File: src/rtl/kbd_pkg.sv
// Shared scancode constants and repeat-FSM state type for the keyboard ASCII FIFO.
package kbd_pkg;

    localparam logic [7:0] SC_LSHIFT = 8'h12;
    localparam logic [7:0] SC_RSHIFT = 8'h59;
    localparam logic [7:0] SC_CTRL   = 8'h14;
    localparam logic [7:0] SC_CAPS   = 8'h58;
    localparam logic [7:0] SC_BREAK  = 8'hF0;
    localparam logic [7:0] SC_EXT    = 8'hE0;

    typedef enum logic [1:0] {
        IDLE   = 2'd0,
        DELAY  = 2'd1,
        REPEAT = 2'd2
    } rpt_state_t;

    // Modifier keys only change state and are never turned into characters.
    function automatic logic is_modifier(input logic [7:0] code);
        return (code == SC_LSHIFT) || (code == SC_RSHIFT) ||
               (code == SC_CTRL)   || (code == SC_CAPS);
    endfunction

endpackage

File: src/rtl/key_ascii_fifo_if.sv
// Keyboard event input, FIFO read port and status bits of key_ascii_fifo.
interface key_ascii_fifo_if;

    logic [7:0] key_code;
    logic       key_down;
    logic       rd_en;
    logic [7:0] rd_data;
    logic       empty;
    logic       overflow;
    logic       caps_on;
    logic       shift_on;
    logic       ctrl_on;

    // Driver side: keyboard front-end plus CPU read port.
    modport master (
        output key_code, key_down, rd_en,
        input  rd_data, empty, overflow, caps_on, shift_on, ctrl_on
    );

    // The FIFO block itself.
    modport slave (
        input  key_code, key_down, rd_en,
        output rd_data, empty, overflow, caps_on, shift_on, ctrl_on
    );

endinterface

File: src/rtl/key_ascii_fifo_scancode_to_ascii.sv
// Combinational set-2 scancode to ASCII translation; 8'h00 means unmapped.
module scancode_to_ascii (
    input  logic [7:0] code,
    input  logic       shift,
    input  logic       caps,
    input  logic       ctrl,
    output logic [7:0] ascii
);

    logic       letter;
    logic [7:0] lower;
    logic [7:0] shifted;

    // Base table: unshifted glyph plus shifted glyph for non-letters.
    always_comb begin
        letter  = 1'b0;
        lower   = 8'h00;
        shifted = 8'h00;
        case (code)
            8'h1C: begin letter = 1'b1; lower = "a"; end
            8'h32: begin letter = 1'b1; lower = "b"; end
            8'h21: begin letter = 1'b1; lower = "c"; end
            8'h23: begin letter = 1'b1; lower = "d"; end
            8'h24: begin letter = 1'b1; lower = "e"; end
            8'h2B: begin letter = 1'b1; lower = "f"; end
            8'h34: begin letter = 1'b1; lower = "g"; end
            8'h33: begin letter = 1'b1; lower = "h"; end
            8'h43: begin letter = 1'b1; lower = "i"; end
            8'h3B: begin letter = 1'b1; lower = "j"; end
            8'h42: begin letter = 1'b1; lower = "k"; end
            8'h4B: begin letter = 1'b1; lower = "l"; end
            8'h3A: begin letter = 1'b1; lower = "m"; end
            8'h31: begin letter = 1'b1; lower = "n"; end
            8'h44: begin letter = 1'b1; lower = "o"; end
            8'h4D: begin letter = 1'b1; lower = "p"; end
            8'h15: begin letter = 1'b1; lower = "q"; end
            8'h2D: begin letter = 1'b1; lower = "r"; end
            8'h1B: begin letter = 1'b1; lower = "s"; end
            8'h2C: begin letter = 1'b1; lower = "t"; end
            8'h3C: begin letter = 1'b1; lower = "u"; end
            8'h2A: begin letter = 1'b1; lower = "v"; end
            8'h1D: begin letter = 1'b1; lower = "w"; end
            8'h22: begin letter = 1'b1; lower = "x"; end
            8'h35: begin letter = 1'b1; lower = "y"; end
            8'h1A: begin letter = 1'b1; lower = "z"; end
            8'h16: begin lower = "1"; shifted = "!"; end
            8'h1E: begin lower = "2"; shifted = "@"; end
            8'h26: begin lower = "3"; shifted = "#"; end
            8'h25: begin lower = "4"; shifted = "$"; end
            8'h2E: begin lower = "5"; shifted = "%"; end
            8'h36: begin lower = "6"; shifted = "^"; end
            8'h3D: begin lower = "7"; shifted = "&"; end
            8'h3E: begin lower = "8"; shifted = "*"; end
            8'h46: begin lower = "9"; shifted = "("; end
            8'h45: begin lower = "0"; shifted = ")"; end
            8'h4E: begin lower = "-"; shifted = "_"; end
            8'h55: begin lower = "="; shifted = "+"; end
            8'h54: begin lower = "["; shifted = "{"; end
            8'h5B: begin lower = "]"; shifted = "}"; end
            8'h5D: begin lower = 8'h5C; shifted = 8'h7C; end  // backslash / bar
            8'h4C: begin lower = ";"; shifted = ":"; end
            8'h52: begin lower = 8'h27; shifted = 8'h22; end  // quote / double quote
            8'h41: begin lower = ","; shifted = "<"; end
            8'h49: begin lower = "."; shifted = ">"; end
            8'h4A: begin lower = "/"; shifted = "?"; end
            8'h0E: begin lower = 8'h60; shifted = "~"; end
            8'h29: begin lower = " "; shifted = " "; end
            8'h5A: begin lower = 8'h0D; shifted = 8'h0D; end  // enter
            8'h66: begin lower = 8'h08; shifted = 8'h08; end  // backspace
            8'h0D: begin lower = 8'h09; shifted = 8'h09; end  // tab
            8'h76: begin lower = 8'h1B; shifted = 8'h1B; end  // escape
            default: ;
        endcase
    end

    // Apply case, shift and control modifiers.
    always_comb begin
        ascii = 8'h00;
        if (letter) begin
            ascii = (shift ^ caps) ? (lower - 8'h20) : lower;
            if (ctrl) begin
                ascii = ascii & 8'h1F;
            end
        end else begin
            ascii = shift ? shifted : lower;
        end
    end

endmodule

File: src/rtl/key_ascii_fifo.sv
// Keyboard event to ASCII FIFO with modifier tracking.
// Optional auto-repeat is built when KEY_REPEAT_EN is defined.
module key_ascii_fifo
    import kbd_pkg::*;
#(
    parameter int unsigned FIFO_DEPTH    = 16,
    parameter int unsigned REPEAT_DELAY  = 25_000_000,
    parameter int unsigned REPEAT_PERIOD = 2_500_000
) (
    input logic              clk,
    input logic              clrn,
    key_ascii_fifo_if.slave  bus
);

    localparam int unsigned AW = $clog2(FIFO_DEPTH);
    localparam logic [AW:0] PTR_ONE = {{AW{1'b0}}, 1'b1};

    logic [7:0]  prev_code;
    logic        prev_down;
    logic        key_event;
    logic        is_make;
    logic        is_mod;
    logic        ev_push;
    logic        lshift, rshift, ctrl, caps;
    logic [7:0]  ascii;

    logic        stage_valid, stage_valid_d;
    logic [7:0]  stage_char, stage_char_d;

    logic [7:0]  mem [FIFO_DEPTH];
    logic [AW:0] wr_ptr, rd_ptr;
    logic        full, fifo_empty, push, pop, overflow;

    // New event when input pair changes to a non-zero scancode.
    always_comb begin
        key_event = ({bus.key_code, bus.key_down} != {prev_code, prev_down}) &&
                    (bus.key_code != 8'h00);
        is_make   = key_event && bus.key_down;
        is_mod    = is_modifier(bus.key_code);
        ev_push   = is_make && !is_mod && (ascii != 8'h00);
    end

    // Previous-input register follows the inputs every cycle.
    always_ff @(posedge clk) begin
        if (!clrn) begin
            prev_code <= 8'h00;
            prev_down <= 1'b0;
        end else begin
            prev_code <= bus.key_code;
            prev_down <= bus.key_down;
        end
    end

    // Modifier state; translation below sees the value before this event.
    always_ff @(posedge clk) begin
        if (!clrn) begin
            lshift <= 1'b0;
            rshift <= 1'b0;
            ctrl   <= 1'b0;
            caps   <= 1'b0;
        end else if (key_event) begin
            case (bus.key_code)
                SC_LSHIFT: lshift <= bus.key_down;
                SC_RSHIFT: rshift <= bus.key_down;
                SC_CTRL:   ctrl   <= bus.key_down;
                SC_CAPS:   if (bus.key_down) caps <= ~caps;
                default: ;
            endcase
        end
    end

    scancode_to_ascii u_xlate (
        .code  (bus.key_code),
        .shift (lshift | rshift),
        .caps  (caps),
        .ctrl  (ctrl),
        .ascii (ascii)
    );

`ifdef KEY_REPEAT_EN
    rpt_state_t  rpt_state;
    logic [31:0] rpt_cnt;
    logic [7:0]  rpt_code;
    logic [7:0]  rpt_char;
    logic        rpt_cancel;
    logic        rpt_fire;

    // A break of the held key cancels; an event push pre-empts the repeat push.
    always_comb begin
        rpt_cancel = key_event && !bus.key_down && (bus.key_code == rpt_code) &&
                     (rpt_state != IDLE);
        rpt_fire   = (rpt_state != IDLE) && (rpt_cnt == 32'd0) && !rpt_cancel && !ev_push;
    end

    // Repeat FSM: latch last printable make, count delay, then period.
    always_ff @(posedge clk) begin
        if (!clrn) begin
            rpt_state <= IDLE;
            rpt_cnt   <= 32'd0;
            rpt_code  <= 8'h00;
            rpt_char  <= 8'h00;
        end else if (ev_push) begin
            rpt_state <= DELAY;
            rpt_cnt   <= REPEAT_DELAY - 32'd1;
            rpt_code  <= bus.key_code;
            rpt_char  <= ascii;
        end else if (rpt_cancel) begin
            rpt_state <= IDLE;
            rpt_cnt   <= 32'd0;
        end else if (rpt_state != IDLE) begin
            if (rpt_cnt == 32'd0) begin
                rpt_state <= REPEAT;
                rpt_cnt   <= REPEAT_PERIOD - 32'd1;
            end else begin
                rpt_cnt <= rpt_cnt - 32'd1;
            end
        end
    end

    // Select what enters the write stage: event first, then repeat.
    always_comb begin
        stage_valid_d = ev_push || rpt_fire;
        stage_char_d  = ev_push ? ascii : rpt_char;
    end
`else
    // Select what enters the write stage.
    always_comb begin
        stage_valid_d = ev_push;
        stage_char_d  = ascii;
    end
`endif

    // One-cycle write stage gives the push at the edge after detection.
    always_ff @(posedge clk) begin
        if (!clrn) begin
            stage_valid <= 1'b0;
            stage_char  <= 8'h00;
        end else begin
            stage_valid <= stage_valid_d;
            stage_char  <= stage_char_d;
        end
    end

    // FIFO flags; a full FIFO still accepts a push when popped in the same cycle.
    always_comb begin
        fifo_empty = (wr_ptr == rd_ptr);
        full       = (wr_ptr[AW] != rd_ptr[AW]) && (wr_ptr[AW-1:0] == rd_ptr[AW-1:0]);
        pop        = bus.rd_en && !fifo_empty;
        push       = stage_valid && (!full || pop);
    end

    // Storage array; contents are don't-care while not between the pointers.
    always_ff @(posedge clk) begin
        if (push) begin
            mem[wr_ptr[AW-1:0]] <= stage_char;
        end
    end

    // Pointers and sticky overflow.
    always_ff @(posedge clk) begin
        if (!clrn) begin
            wr_ptr   <= '0;
            rd_ptr   <= '0;
            overflow <= 1'b0;
        end else begin
            if (push) wr_ptr <= wr_ptr + PTR_ONE;
            if (pop)  rd_ptr <= rd_ptr + PTR_ONE;
            if (stage_valid && full && !pop) overflow <= 1'b1;
        end
    end

    assign bus.rd_data  = fifo_empty ? 8'h00 : mem[rd_ptr[AW-1:0]];
    assign bus.empty    = fifo_empty;
    assign bus.overflow = overflow;
    assign bus.caps_on  = caps;
    assign bus.shift_on = lshift | rshift;
    assign bus.ctrl_on  = ctrl;

endmodule

File: src/flat_wrapper.sv
// flat-port wrapper written by rule: the top's interface ports become plain ports
module key_ascii_fifo_flat import kbd_pkg::*;
#(
    parameter int unsigned FIFO_DEPTH    = 16,
    parameter int unsigned REPEAT_DELAY  = 25_000_000,
    parameter int unsigned REPEAT_PERIOD = 2_500_000
)
  (clk, clrn, bus_key_code, bus_key_down, bus_rd_en, bus_rd_data, bus_empty, bus_overflow, bus_caps_on, bus_shift_on, bus_ctrl_on);
  key_ascii_fifo_if bus_i ();
  input logic clk;
  input logic clrn;
  input wire logic [$bits(bus_i.key_code)-1:0] bus_key_code;
  input wire logic [$bits(bus_i.key_down)-1:0] bus_key_down;
  input wire logic [$bits(bus_i.rd_en)-1:0] bus_rd_en;
  output wire logic [$bits(bus_i.rd_data)-1:0] bus_rd_data;
  output wire logic [$bits(bus_i.empty)-1:0] bus_empty;
  output wire logic [$bits(bus_i.overflow)-1:0] bus_overflow;
  output wire logic [$bits(bus_i.caps_on)-1:0] bus_caps_on;
  output wire logic [$bits(bus_i.shift_on)-1:0] bus_shift_on;
  output wire logic [$bits(bus_i.ctrl_on)-1:0] bus_ctrl_on;
  assign bus_i.key_code = bus_key_code;
  assign bus_i.key_down = bus_key_down;
  assign bus_i.rd_en = bus_rd_en;
  assign bus_rd_data = bus_i.rd_data;
  assign bus_empty = bus_i.empty;
  assign bus_overflow = bus_i.overflow;
  assign bus_caps_on = bus_i.caps_on;
  assign bus_shift_on = bus_i.shift_on;
  assign bus_ctrl_on = bus_i.ctrl_on;
  key_ascii_fifo #(.FIFO_DEPTH(FIFO_DEPTH), .REPEAT_DELAY(REPEAT_DELAY), .REPEAT_PERIOD(REPEAT_PERIOD)) u_core (.clk(clk), .clrn(clrn), .bus(bus_i));
endmodule
File: config.mk
export PLATFORM = sky130hd
export DESIGN_NAME = key_ascii_fifo_flat
export DESIGN_NICKNAME = d
export VERILOG_FILES = /design/src/rtl/kbd_pkg.sv /design/src/rtl/key_ascii_fifo_if.sv /design/src/rtl/key_ascii_fifo_scancode_to_ascii.sv /design/src/rtl/key_ascii_fifo.sv /design/src/flat_wrapper.sv
export SDC_FILE = /design/constraint.sdc
export NUM_CORES = 1
export LEC_CHECK = 0
export CORE_MARGIN = 1
export CORE_UTILIZATION = 56
export CTS_CLUSTER_DIAMETER = 50
export DETAILED_ROUTE_END_ITERATION = 10
export GPL_ROUTABILITY_DRIVEN = 1
export PLACE_DENSITY = 0.88
export SYNTH_ARGS = -nofsm -noshare
export SYNTH_HDL_FRONTEND = slang
export SYNTH_HIERARCHICAL = 1
export SYNTH_SLANG_ARGS = --single-unit
File: constraint.sdc
create_clock -name clk -period 2.95 [get_ports clk]
set_clock_uncertainty 0.1 [all_clocks]
set_input_delay 0.59 -clock clk [delete_from_list [all_inputs] [get_ports clk]]
set_output_delay 0.59 -clock clk [all_outputs]
set_load 0.05 [all_outputs]
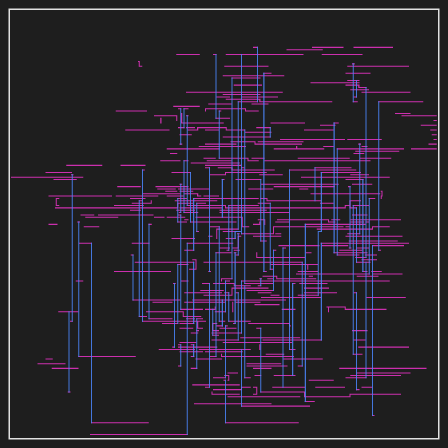
Fig. 1. Metal layers overlaid.
Only two layers are drawn.
| colour | layer | wire length |
|---|---|---|
| magenta | metal 3 | 2910 um |
| blue | metal 4 | 1920 um |

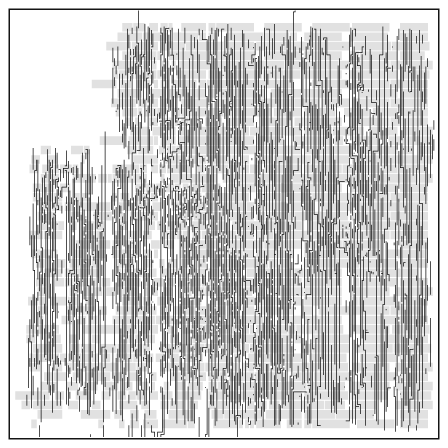
Fig. 2. M2 wires.
nets with wire on the layer: 735
main direction: vertical
longest straight run: 62.0 um
wire length on this layer: 13600 um
share of all routed wire: 48%

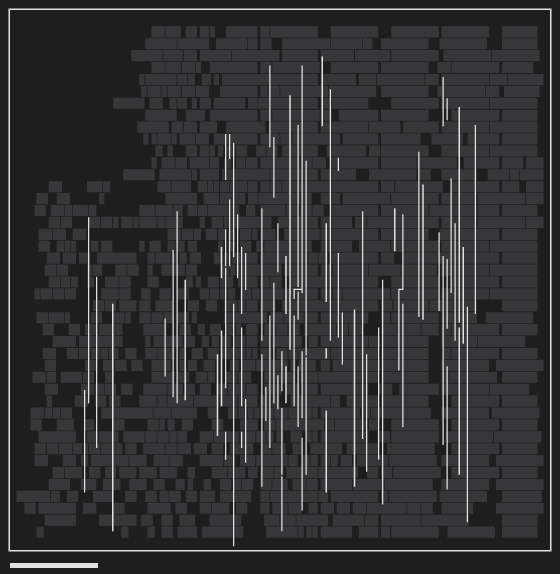
Fig. 3. M4 wires.
The bar under the picture is 20 um long.
wire length on this layer: 1920 um
share of all routed wire: 6.8%

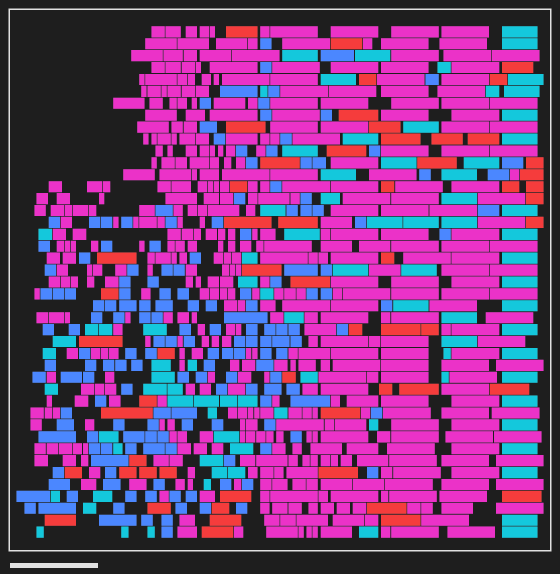
Fig. 4. Drive-strength map.
The bar under the picture is 20 um long.
| colour | size | cells | share | most used |
|---|---|---|---|---|
| red | _6 and larger | 56 | 7.1% | clkbuf_16 |
| blue | _3 and _4 cells | 171 | 22% | buf_4 |
| magenta | _0 and _1 cells | 473 | 60% | edfxtp_1 |
| cyan | _2 cells | 86 | 11% | mux4_2 |

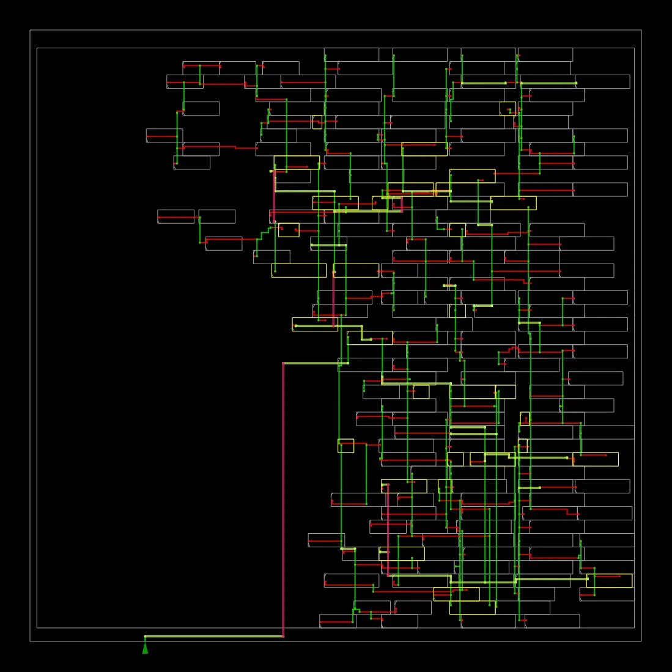
Fig. 5. Clock nets.
Clock group: 0.00220 W
clock tree sinks: 165

cells in the mapped netlist (all sizes together), types with 12 or more instances:
library cell  count  area [um^2]
nor2             35          131
xnor2            14          123
buf              34          220
xor2             12          105
edfxtp          128         3840
nor3             21          105
o21ai            17         88.8
and2             18          113
and3             21          131
clkbuf           15         56.3
dfxtp            37          741
o211ai           12         90.1
nor2b            21          131
nand4            15         93.8
mux4             40          901
nand2            22         82.6
stage by stage:
step / utilization, % / TNS [ps]
4_1_cts: 74.9 / -1430
3_5_place_dp: 67.9 / -4810
3_3_place_gp: 67.9 / -4460
5_1_grt: 76.3 / -2040
2_1_floorplan: - / -21.1
6_report: 76.3 / -1570
==> metrics.csv <==
metric,value,unit
routedWlPerCell,29.2,um
compound_area_share,8.55,%
drc_errors,0,
pwr-share-seq,44.7,%
post_cts_resized,63,
logic_family,simple AND/OR/NAND/NOR gates,
cts_buffers,17,
finalSetupViolCount,10,
drive_gt1_share,39.8,%
synth_flop_count,165,
chipHeight,123,um
ys_cells,622,
insertion_delay,420,ps
ff_count,165,
slew_headroom,57.2,%
lay_top_cells,"buf_4 (135), edfxtp_1 (128), mux4_2 (40), dfxtp_1 (36), nor2_1 (29)",
power_density,531,nW/um^2
syn_inst,622,
hold_viol,0,
crit_path_end,u_core/stage_valid,
cp_num_buf_inv,5,
cp_slowest_cell,nor4_4,
buf_share,15.2,%
largest_class,registers,
cp_cell_sequence,clkbuf_2 > buf_8 > and4bb_2 > a21o_1 > a221oi_2 > nand4_1 > buf_6 > buf_4 > buf_4 > a221oi_1 > o211ai_1 > nor4_4 > a2111oi_4,
grt.busiest_layer,met2,
cts_root_buf,clkbuf_16,
grt_antenna_before_repair,0,
drt_pre_antenna_iters,8,
drt_wl_total,28200,um
cp.arrival,3430,ps
max_freq,308,MHz
period_used_share,110,%
ctsHoldBuffers,0,
globalRouteMet1Util,45.1,%
routed_via_density,7.11,
dp_hpwl,16100,um
comb_share,34.4,%
avgSynthCellArea,13.2,um^2
fp_util,58.5,%
coreArea,14100,um^2
clock_power_share,38.5,%
dp_slack,-918,ps
htree_num_levels,4,
synth_chip_area,8240,um^2
tightest_slew,641,ps
ios,25,
path_clk_slew,70,ps
die_w,123,um
logic_area,3700,um^2
ys_dominant_reg_cell,edfxtp_1,
drv_slew,0,
sw_frac_of_total,27.3,%
fin_ws,-300,ps
reg2reg_to,u_core/stage_valid,
yosys_warnings,6,
power-top-group,sequential cells,
worstPathRequired,3130,ps
max-cap-violations,0,
cts_max_path_buffers,2,
n_all_inverters,10,
grt_usage,37.2,%
failed_checks,negative setup slack,
status,"finished, violations left",
nWellTaps,180,
routed-wl-met3,2910,um
critPathTopFamily,AND-OR/OR-AND gates,
num-clock-buffers,17,
whs,414,ps
mux_area_share,11.8,%
crit_start,bus_key_code[5],
place_congestion,0.982,
dr_total_vias,6865,
Power and IR drop assume default switching activity.
